`config.mk`:
```
export PLATFORM = sky130hd
export DESIGN_NAME = muldiv_issue_scheduler
export DESIGN_NICKNAME = d
export VERILOG_FILES = /design/src/rtl/muldiv_issue_scheduler_pkg.sv /design/src/rtl/muldiv_issue_scheduler_rr_arbiter.sv /design/src/rtl/muldiv_issue_scheduler.sv
export SDC_FILE = /design/constraint.sdc
export NUM_CORES = 1
export LEC_CHECK = 0
export CAP_MARGIN = 20
export CORE_AREA = 2 2 131 133
export CTS_BUF_LIST = sky130_fd_sc_hd__clkbuf_8
export CTS_CLUSTER_DIAMETER = 100
export CTS_CLUSTER_SIZE = 20
export DETAILED_ROUTE_END_ITERATION = 12
export DIE_AREA = 0 0 133 135
export HOLD_SLACK_MARGIN = 0.1
export PLACE_DENSITY = 0.61
export REMOVE_ABC_BUFFERS = 1
export SLEW_MARGIN = 0
export SYNTH_ARGS = -nofsm -noshare
export SYNTH_HDL_FRONTEND = slang
export SYNTH_SLANG_ARGS = --single-unit
export TNS_END_PERCENT = 50
```
`constraint.sdc`:
```
create_clock -name clk -period 7.1 [get_ports clk]
set_input_delay 1.775 -clock clk [delete_from_list [all_inputs] [get_ports clk]]
set_output_delay 1.775 -clock clk [all_outputs]
set_load 0.01 [all_outputs]
```
`src/rtl/muldiv_issue_scheduler_pkg.sv`:
```
// Shared definitions for the mult/div issue scheduler: decoder whichMath
// encoding, divider FSM states and the in-flight tracking entry.
package muldiv_pkg;

    // Decoder whichMath encoding; only MULT and DIV are handled here.
    localparam logic [1:0] WM_ALU   = 2'd0;
    localparam logic [1:0] WM_SHIFT = 2'd1;
    localparam logic [1:0] WM_MULT  = 2'd2;
    localparam logic [1:0] WM_DIV   = 2'd3;

    // Widest destination tag an in-flight entry can carry. Narrower tags are
    // zero-extended on entry and truncated back on writeback.
    localparam int INFL_TAG_W = 16;

    typedef enum logic {
        DIV_IDLE = 1'b0,
        DIV_BUSY = 1'b1
    } div_state_t;

    typedef struct packed {
        logic                  valid;
        logic [INFL_TAG_W-1:0] tag;
    } inflight_t;

    // True for op codes that go to the shared long-latency units.
    function automatic logic is_muldiv_op(input logic [1:0] wm);
        return (wm == WM_MULT) || (wm == WM_DIV);
    endfunction

endpackage

```
`src/rtl/muldiv_issue_scheduler_rr_arbiter.sv`:
```
// Round-robin arbiter: starting at ptr and wrapping, grants the first
// asserted request. Purely combinational; grant is one-hot or zero and idx is
// 0 when nothing is granted.
module rr_arbiter #(
    parameter int N     = 4,
    parameter int IDX_W = (N > 1) ? $clog2(N) : 1
) (
    input  logic [N-1:0]     req,
    input  logic [IDX_W-1:0] ptr,
    output logic [N-1:0]     grant,
    output logic [IDX_W-1:0] idx
);

    logic             found;
    logic [IDX_W-1:0] k;

    // Scan from the pointer, wrapping, and keep the first hit.
    always_comb begin
        grant = '0;
        idx   = '0;
        found = 1'b0;
        k     = '0;
        for (int i = 0; i < N; i++) begin
            k = IDX_W'((int'(ptr) + i) % N);
            if (!found && req[k]) begin
                found    = 1'b1;
                grant[k] = 1'b1;
                idx      = k;
            end
        end
    end

endmodule

```
`src/rtl/muldiv_issue_scheduler.sv`:
```
// Issue scheduler for the shared pipelined multiplier and iterative divider.
// Grants one reservation-station request per cycle round-robin, tracks
// in-flight ops and drives the single mult/div CDB writeback slot, ensuring
// mult and div never write back in the same cycle.
// Optional build macro MULDIV_PERF_EN enables the performance counters;
// without it perf_mult_o/perf_div_o/perf_block_o are tied to zero.
//
// Handshake: slot i's request is accepted in a cycle where req_valid_i[i] and
// grant_o[i] are both high (grant acts as ready). Until then the slot holds
// valid, op and tag stable; on the cycle after acceptance it drops or
// replaces the request. Nothing is accepted while reset or flush_i is high.
module muldiv_issue_scheduler
    import muldiv_pkg::*;
#(
    parameter int NUM_REQ  = 4,
    parameter int TAG_W    = 5,
    parameter int DATA_W   = 64,
    parameter int MULT_LAT = 3,
    parameter int DIV_LAT  = 16
) (
    input  logic                         clk,
    input  logic                         reset,
    input  logic [NUM_REQ-1:0]           req_valid_i,
    input  logic [2*NUM_REQ-1:0]         req_whichMath_i,
    input  logic [TAG_W*NUM_REQ-1:0]     req_tag_i,
    input  logic                         flush_i,
    input  logic [DATA_W-1:0]            mult_result_i,
    input  logic [DATA_W-1:0]            div_result_i,
    output logic [NUM_REQ-1:0]           grant_o,
    output logic [$clog2(NUM_REQ)-1:0]   issue_sel_o,
    output logic                         mult_start_o,
    output logic                         div_start_o,
    output logic                         div_busy_o,
    output logic                         cdb_valid_o,
    output logic [TAG_W-1:0]             cdb_tag_o,
    output logic [DATA_W-1:0]            cdb_data_o,
    output logic [31:0]                  perf_mult_o,
    output logic [31:0]                  perf_div_o,
    output logic [31:0]                  perf_block_o
);

    localparam int SEL_W = $clog2(NUM_REQ);
    localparam int REM_W = $clog2(DIV_LAT);
    localparam logic [REM_W-1:0] REM_LOAD = REM_W'(DIV_LAT - 1);
    // A mult started while the divider has this many cycles left would land
    // on the divider's completion cycle.
    localparam logic [REM_W-1:0] REM_MULT = REM_W'(MULT_LAT);

    // Arbitration and start signals.
    logic [NUM_REQ-1:0] eligible;
    logic [NUM_REQ-1:0] arb_req;
    logic [NUM_REQ-1:0] arb_grant;
    logic [SEL_W-1:0]   arb_idx;
    logic [SEL_W-1:0]   ptr_q;
    logic               grant_any;
    logic [1:0]         granted_op;
    logic [TAG_W-1:0]   granted_tag;
    logic               mult_start;
    logic               div_start;
    logic               mult_ok;
    logic               div_ok;

    // Multiplier tracking pipe; index MULT_LAT-1 is the writeback stage.
    inflight_t          mult_pipe [MULT_LAT];

    // Divider FSM.
    div_state_t         div_state_q, div_state_n;
    logic [REM_W-1:0]   remain_q, remain_n;
    logic [TAG_W-1:0]   div_tag_q, div_tag_n;
    logic               div_done;

    // Writeback-collision and divider-occupancy gating.
    always_comb begin
        mult_ok = !((div_state_q == DIV_BUSY) && (remain_q == REM_MULT));
        div_ok  = (div_state_q == DIV_IDLE) || (remain_q == '0);
    end

    // Per-slot eligibility; ALU/shift ops are never granted here.
    always_comb begin
        eligible = '0;
        for (int i = 0; i < NUM_REQ; i++) begin
            if (req_valid_i[i] && is_muldiv_op(req_whichMath_i[2*i +: 2])) begin
                if (req_whichMath_i[2*i +: 2] == WM_MULT) begin
                    eligible[i] = mult_ok;
                end else begin
                    eligible[i] = div_ok;
                end
            end
        end
    end

    assign arb_req = (reset || flush_i) ? '0 : eligible;

    rr_arbiter #(
        .N     (NUM_REQ),
        .IDX_W (SEL_W)
    ) u_rr_arbiter (
        .req   (arb_req),
        .ptr   (ptr_q),
        .grant (arb_grant),
        .idx   (arb_idx)
    );

    // Decode the granted slot's op and tag.
    always_comb begin
        grant_any   = |arb_grant;
        granted_op  = req_whichMath_i[2*arb_idx +: 2];
        granted_tag = req_tag_i[TAG_W*arb_idx +: TAG_W];
        mult_start  = grant_any && (granted_op == WM_MULT);
        div_start   = grant_any && (granted_op == WM_DIV);
    end

    assign grant_o      = arb_grant;
    assign issue_sel_o  = arb_idx;
    assign mult_start_o = mult_start;
    assign div_start_o  = div_start;
    assign div_busy_o   = !reset && (div_state_q == DIV_BUSY);

    // Round-robin pointer moves past the winner only when something is granted.
    always_ff @(posedge clk) begin
        if (reset) begin
            ptr_q <= '0;
        end else if (grant_any) begin
            ptr_q <= (arb_idx == SEL_W'(NUM_REQ - 1)) ? '0 : arb_idx + 1'b1;
        end
    end

    // Multiplier in-flight shift register; flush kills every in-flight op.
    always_ff @(posedge clk) begin
        if (reset || flush_i) begin
            for (int i = 0; i < MULT_LAT; i++) begin
                mult_pipe[i] <= '0;
            end
        end else begin
            mult_pipe[0].valid <= mult_start;
            mult_pipe[0].tag   <= INFL_TAG_W'(granted_tag);
            for (int i = 1; i < MULT_LAT; i++) begin
                mult_pipe[i] <= mult_pipe[i-1];
            end
        end
    end

    // Divider FSM state register.
    always_ff @(posedge clk) begin
        if (reset) begin
            div_state_q <= DIV_IDLE;
            remain_q    <= '0;
            div_tag_q   <= '0;
        end else begin
            div_state_q <= div_state_n;
            remain_q    <= remain_n;
            div_tag_q   <= div_tag_n;
        end
    end

    // Divider FSM next state: count down, complete at zero, reload on a
    // back-to-back start.
    always_comb begin
        div_state_n = div_state_q;
        remain_n    = remain_q;
        div_tag_n   = div_tag_q;
        if (flush_i) begin
            div_state_n = DIV_IDLE;
            remain_n    = '0;
        end else begin
            case (div_state_q)
                DIV_IDLE: begin
                    if (div_start) begin
                        div_state_n = DIV_BUSY;
                        remain_n    = REM_LOAD;
                        div_tag_n   = granted_tag;
                    end
                end
                DIV_BUSY: begin
                    if (remain_q == '0) begin
                        if (div_start) begin
                            remain_n  = REM_LOAD;
                            div_tag_n = granted_tag;
                        end else begin
                            div_state_n = DIV_IDLE;
                        end
                    end else begin
                        remain_n = remain_q - 1'b1;
                    end
                end
                default: begin
                    div_state_n = DIV_IDLE;
                    remain_n    = '0;
                end
            endcase
        end
    end

    assign div_done = (div_state_q == DIV_BUSY) && (remain_q == '0);

    // CDB writeback mux; the issue rules keep the two sources exclusive.
    always_comb begin
        cdb_valid_o = 1'b0;
        cdb_tag_o   = '0;
        cdb_data_o  = '0;
        if (!reset && !flush_i) begin
            if (mult_pipe[MULT_LAT-1].valid) begin
                cdb_valid_o = 1'b1;
                cdb_tag_o   = TAG_W'(mult_pipe[MULT_LAT-1].tag);
                cdb_data_o  = mult_result_i;
            end else if (div_done) begin
                cdb_valid_o = 1'b1;
                cdb_tag_o   = div_tag_q;
                cdb_data_o  = div_result_i;
            end
        end
    end

`ifdef MULDIV_PERF_EN
    logic        mult_req_any;
    logic [31:0] perf_mult_q;
    logic [31:0] perf_div_q;
    logic [31:0] perf_block_q;

    // Any slot currently asking for the multiplier.
    always_comb begin
        mult_req_any = 1'b0;
        for (int i = 0; i < NUM_REQ; i++) begin
            if (req_valid_i[i] && (req_whichMath_i[2*i +: 2] == WM_MULT)) begin
                mult_req_any = 1'b1;
            end
        end
    end

    // Wrapping event counters; survive flush, cleared only by reset.
    always_ff @(posedge clk) begin
        if (reset) begin
            perf_mult_q  <= '0;
            perf_div_q   <= '0;
            perf_block_q <= '0;
        end else begin
            if (mult_start) begin
                perf_mult_q <= perf_mult_q + 32'd1;
            end
            if (div_start) begin
                perf_div_q <= perf_div_q + 32'd1;
            end
            if (mult_req_any && !mult_ok) begin
                perf_block_q <= perf_block_q + 32'd1;
            end
        end
    end

    assign perf_mult_o  = reset ? '0 : perf_mult_q;
    assign perf_div_o   = reset ? '0 : perf_div_q;
    assign perf_block_o = reset ? '0 : perf_block_q;
`else
    assign perf_mult_o  = '0;
    assign perf_div_o   = '0;
    assign perf_block_o = '0;
`endif

endmodule

```
Run 1, M1 wires:
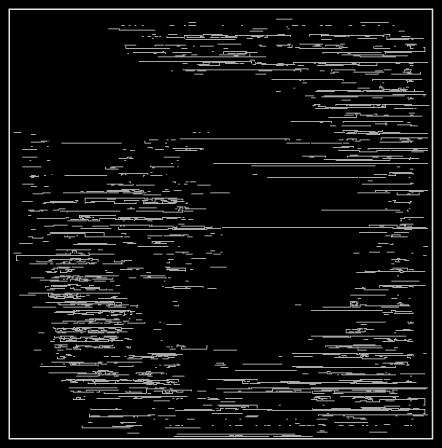
wire length on this layer: 5,610 um
share of all routed wire: 40%
nets with wire on the layer: 712
main direction: horizontal
global routing usage on met1: 0.175
via count: 3,731
WL final: 14,000 um

Run 1, M2 wires:
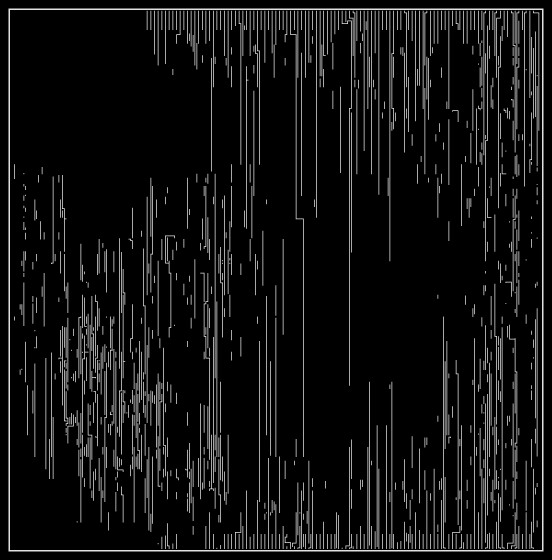
main direction: vertical
longest straight run: 69.3 um
nets with wire on the layer: 712
share of all routed wire: 49%
wire length on this layer: 6,850 um
Global Route met2 Usage: 0.245

Run 1, met3 routing:
Bar = 50 um. Cells faint in the background.
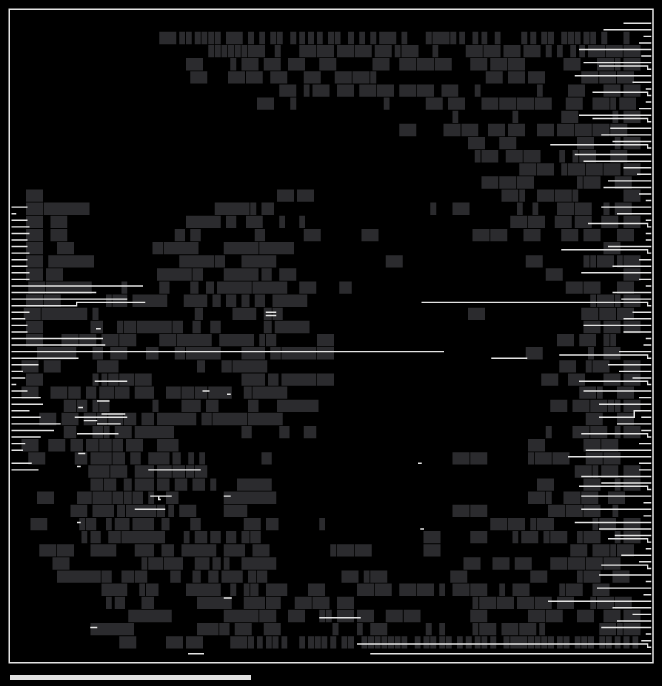
longest straight run: 89.2 um
nets with wire on the layer: 155
wire length on this layer: 1,340 um
share of all routed wire: 9.6%
main direction: horizontal

==> qor.csv, run 1 <==
stage;metric;value;unit
critical_path;kind of critical path;in -> out;
power;Comb power;0.758;mW
critical_path;CP startpoint kind;input pin;
critical_path;worst reg2reg endpoint;remain_q[2];
cells_and_area;layout cells sized above 1;0.0765;
cells_and_area;most common logic cells in the final layout;clkdlybuf4s50_1, conb_1, nor2_1, mux2i_1, dfxtp_1;
synthesis;dominant cell by count in the synthesized netlist;buf_4;
final_timing;fmax;145;MHz
final_timing;setup ws final;0.187;ns
die;Die Width;133;um
power;Seq. pwr;0.256;mW
critical_path;required time worst endpoint;5.33;ns
global_route;vias in the first global route;3444;
die;I/O pin cnt;338;
placed_design;pre-CTS WS;0.107;ns
cells_and_area;Largest regs;mult_pipe x18, div_tag_q x5, remain_q x4;
global_route;GRT Total Usage;0.141;
critical_path;Crit path depth;13;
routing;met2 routed WL;6850;um
cells_and_area;non-clk buf share;0.412;
routing;DR WL met3;1340;um
critical_path;worst endpoint data arrival time;5.14;ns
outcome;outcome;finished clean;
routing;Routed met1 length;5610;um
power;Psw;0.476;mW
clock_tree;post-CTS setup buffer count;0;
clock_tree;worst skew pair latency;0.27;ns
clock_tree;post_cts resized;0;
synthesis;top cells, area;mux2i_1, buf_4, dfxtp_1;
final_timing;headroom to the max-slew limit;0.543;
power;top power group;combinational logic;
placed_design;dpl hpwl;12000;um
power;Tot Pwr;1.18;mW
final_timing;final hold violation count;0;
clock_tree;H-Tree Depth;2;
power;Pleak;2.36;nW
cells_and_area;max reg flops;18;
synthesis;Syn Area/Cell;8.07;um^2
die;die area;18000;um^2
job;max-cap violations;0;
synthesis;Dominant cell area share;0.198;
min_path;worst hold path endpoint;mult_pipe[0][34];
[run 1: stage by stage]
step | hold WS [ns] | TNS, ns | utilization
6_report | 0.426 | 0 | 0.378
2_1_floorplan | 0.406 | 0 | -
3_3_place_gp | 0.408 | 0 | 0.366
5_1_grt | 0.432 | -0.0722 | 0.378
4_1_cts | 0.429 | 0 | 0.373
3_5_place_dp | 0.413 | 0 | 0.366
[run 1: logic make-up after synthesis]
logic type / count (synthesis) / share of synthesized area
compound gates: 56 / 0.123
simple gates: 143 / 0.197
buf+inv: 132 / 0.238
mux: 82 / 0.252
flops: 30 / 0.165
fa+ha+maj: 7 / 0.0241
other cells: 1 / 0.00103
Run 1, routing congestion map:
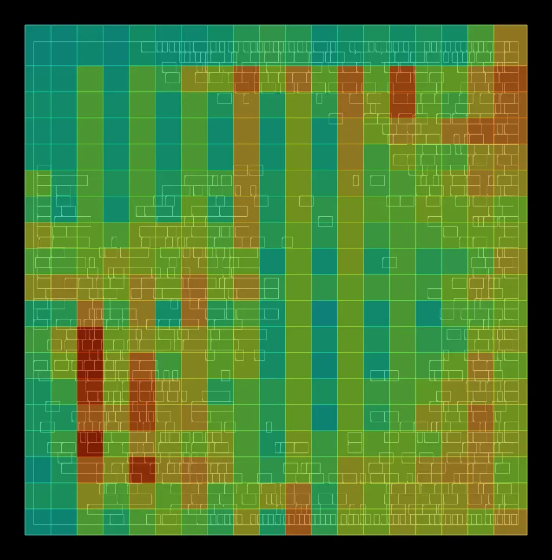

==> run 2, diff against run 1 <==
--- a/config.mk
+++ b/config.mk
@@ -6,12 +6,12 @@
 export NUM_CORES = 1
 export LEC_CHECK = 0
 export CAP_MARGIN = 20
-export CORE_AREA = 2 2 131 133
+export CORE_AREA = 3 3 132 134
 export CTS_BUF_LIST = sky130_fd_sc_hd__clkbuf_8
 export CTS_CLUSTER_DIAMETER = 100
 export CTS_CLUSTER_SIZE = 20
 export DETAILED_ROUTE_END_ITERATION = 12
-export DIE_AREA = 0 0 133 135
+export DIE_AREA = 0 0 135 137
 export HOLD_SLACK_MARGIN = 0.1
 export PLACE_DENSITY = 0.61
 export REMOVE_ABC_BUFFERS = 1
Run 2, routing congestion map:
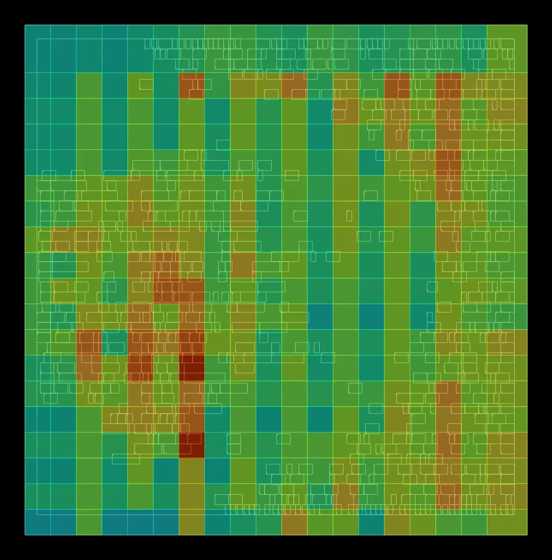
Final Core Density: 0.375
Global Route met2 Usage: 0.237
GRT Total Usage: 0.134

Run 2, M1 wires:
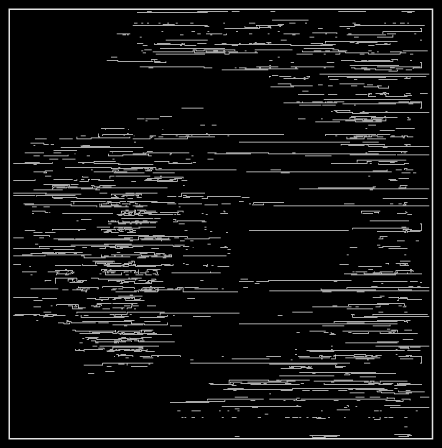
wire length on this layer: 5,700 um
nets with wire on the layer: 685
share of all routed wire: 41%
WL final: 13,900 um
via count: 3,697

Run 2, sequential cells grouped by signal name:
Bar = 50 um.
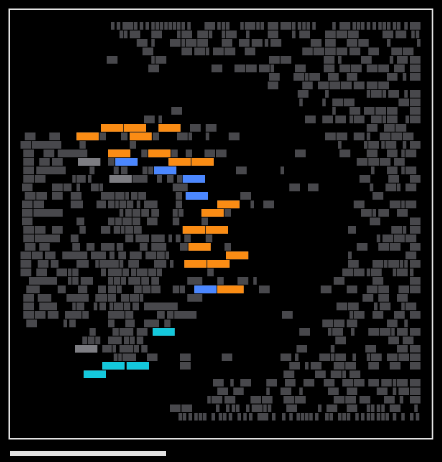
legend:
  `mult_pipe`:
    colour: orange
    placed_flops: 18
  `remain_q`:
    colour: cyan
    placed_flops: 4
    where: bottom left
  `div_tag_q`:
    colour: blue
    placed_flops: 5
    where: middle

==> run 2 against run 1 <==
  * Worst hold slack got worse by 0.0035 ns
  * Clock-buffer cell count did not move
  * Maximum frequency rose by 0.86%
  * Clock skew rose by 0.00078 ns
  * Non-clock buffer count fell by 2
  * Register-to-register slack improved by 0.28 ns
  * Critical endpoint unchanged
  * Power fell by 0.89%
  * Cell area fell by 0.91%
  * Synthesized area did not move
==> qor.csv, run 2 <==
stage;metric;value;unit;change
cells_and_area;Largest regs;mult_pipe x18, div_tag_q x5, remain_q x4;;
synthesis;comb area leader;multiplexers;;
power;Tot Pwr;1.17;mW;-0.89%
die;I/O pin cnt;338;;unchanged
power;Seq. pwr;0.243;mW;-5%
final_timing;setup_tns;0;ns;unchanged
min_path;worst hold path endpoint;mult_pipe[0][21];;
placed_design;dpl hpwl;11700;um;-2.0%
die;die area;18500;um^2;+3.0%
final_timing;fmax;146;MHz;+0.86%
outcome;outcome;finished clean;;
critical_path;CP startpoint kind;input pin;;
synthesis;Dominant cell area share;0.198;;unchanged
synthesis;fa+ha+maj area frac;0.0241;;unchanged
power;Psw;0.470;mW;-1.1%
routing;Routed met1 length;5700;um;+1.6%
routing;met2 routed WL;6800;um;-0.80%
cells_and_area;max reg flops;18;;unchanged
synthesis;top cells, area;mux2i_1, buf_4, dfxtp_1;;
cells_and_area;layout cells sized above 1;0.0680;;-0.00846
clock_tree;H-Tree Depth;2;;unchanged
synthesis;Post-Synth Simple-Gate Area;0.197;;unchanged
critical_path;required time worst endpoint;5.33;ns;about the same
synthesis;dominant cell by count in the synthesized netlist;buf_4;;
-- run 2: netlist changes by cell type in the layout (fill, tap and decap cells not counted) --
cell             change
buf_4                -3
nor4bb_4             -3
nor4bb_1             +2
buf_12               +1
clkdlybuf4s50_1      -1
dlymetal6s2s_1       +1
mux2i_2              +1
mux2i_4              -1
nor2b_1              +1
nor2b_2              -1
nor4bb_2             +1
o22ai_1              +1
o22ai_2              -1
-- run 2: stage by stage --
step / utilization / cells / worst slack, ns
detailed placement: 0.365 / 901 / 0.0216
global placement: 0.365 / 901 / 0.0752
global route: 0.375 / 911 / 0.0413
CTS: 0.372 / 908 / 0.00553
finish: 0.375 / 911 / 0.246
floorplan: - / 426 / 0.884
-- run 2: what timing repair did --
action,in CTS,in global routing
endpoints found under the setup margin,0,2
resized,0,5
setup buffers,0,3
Power is estimated from default activity; no workload was simulated.
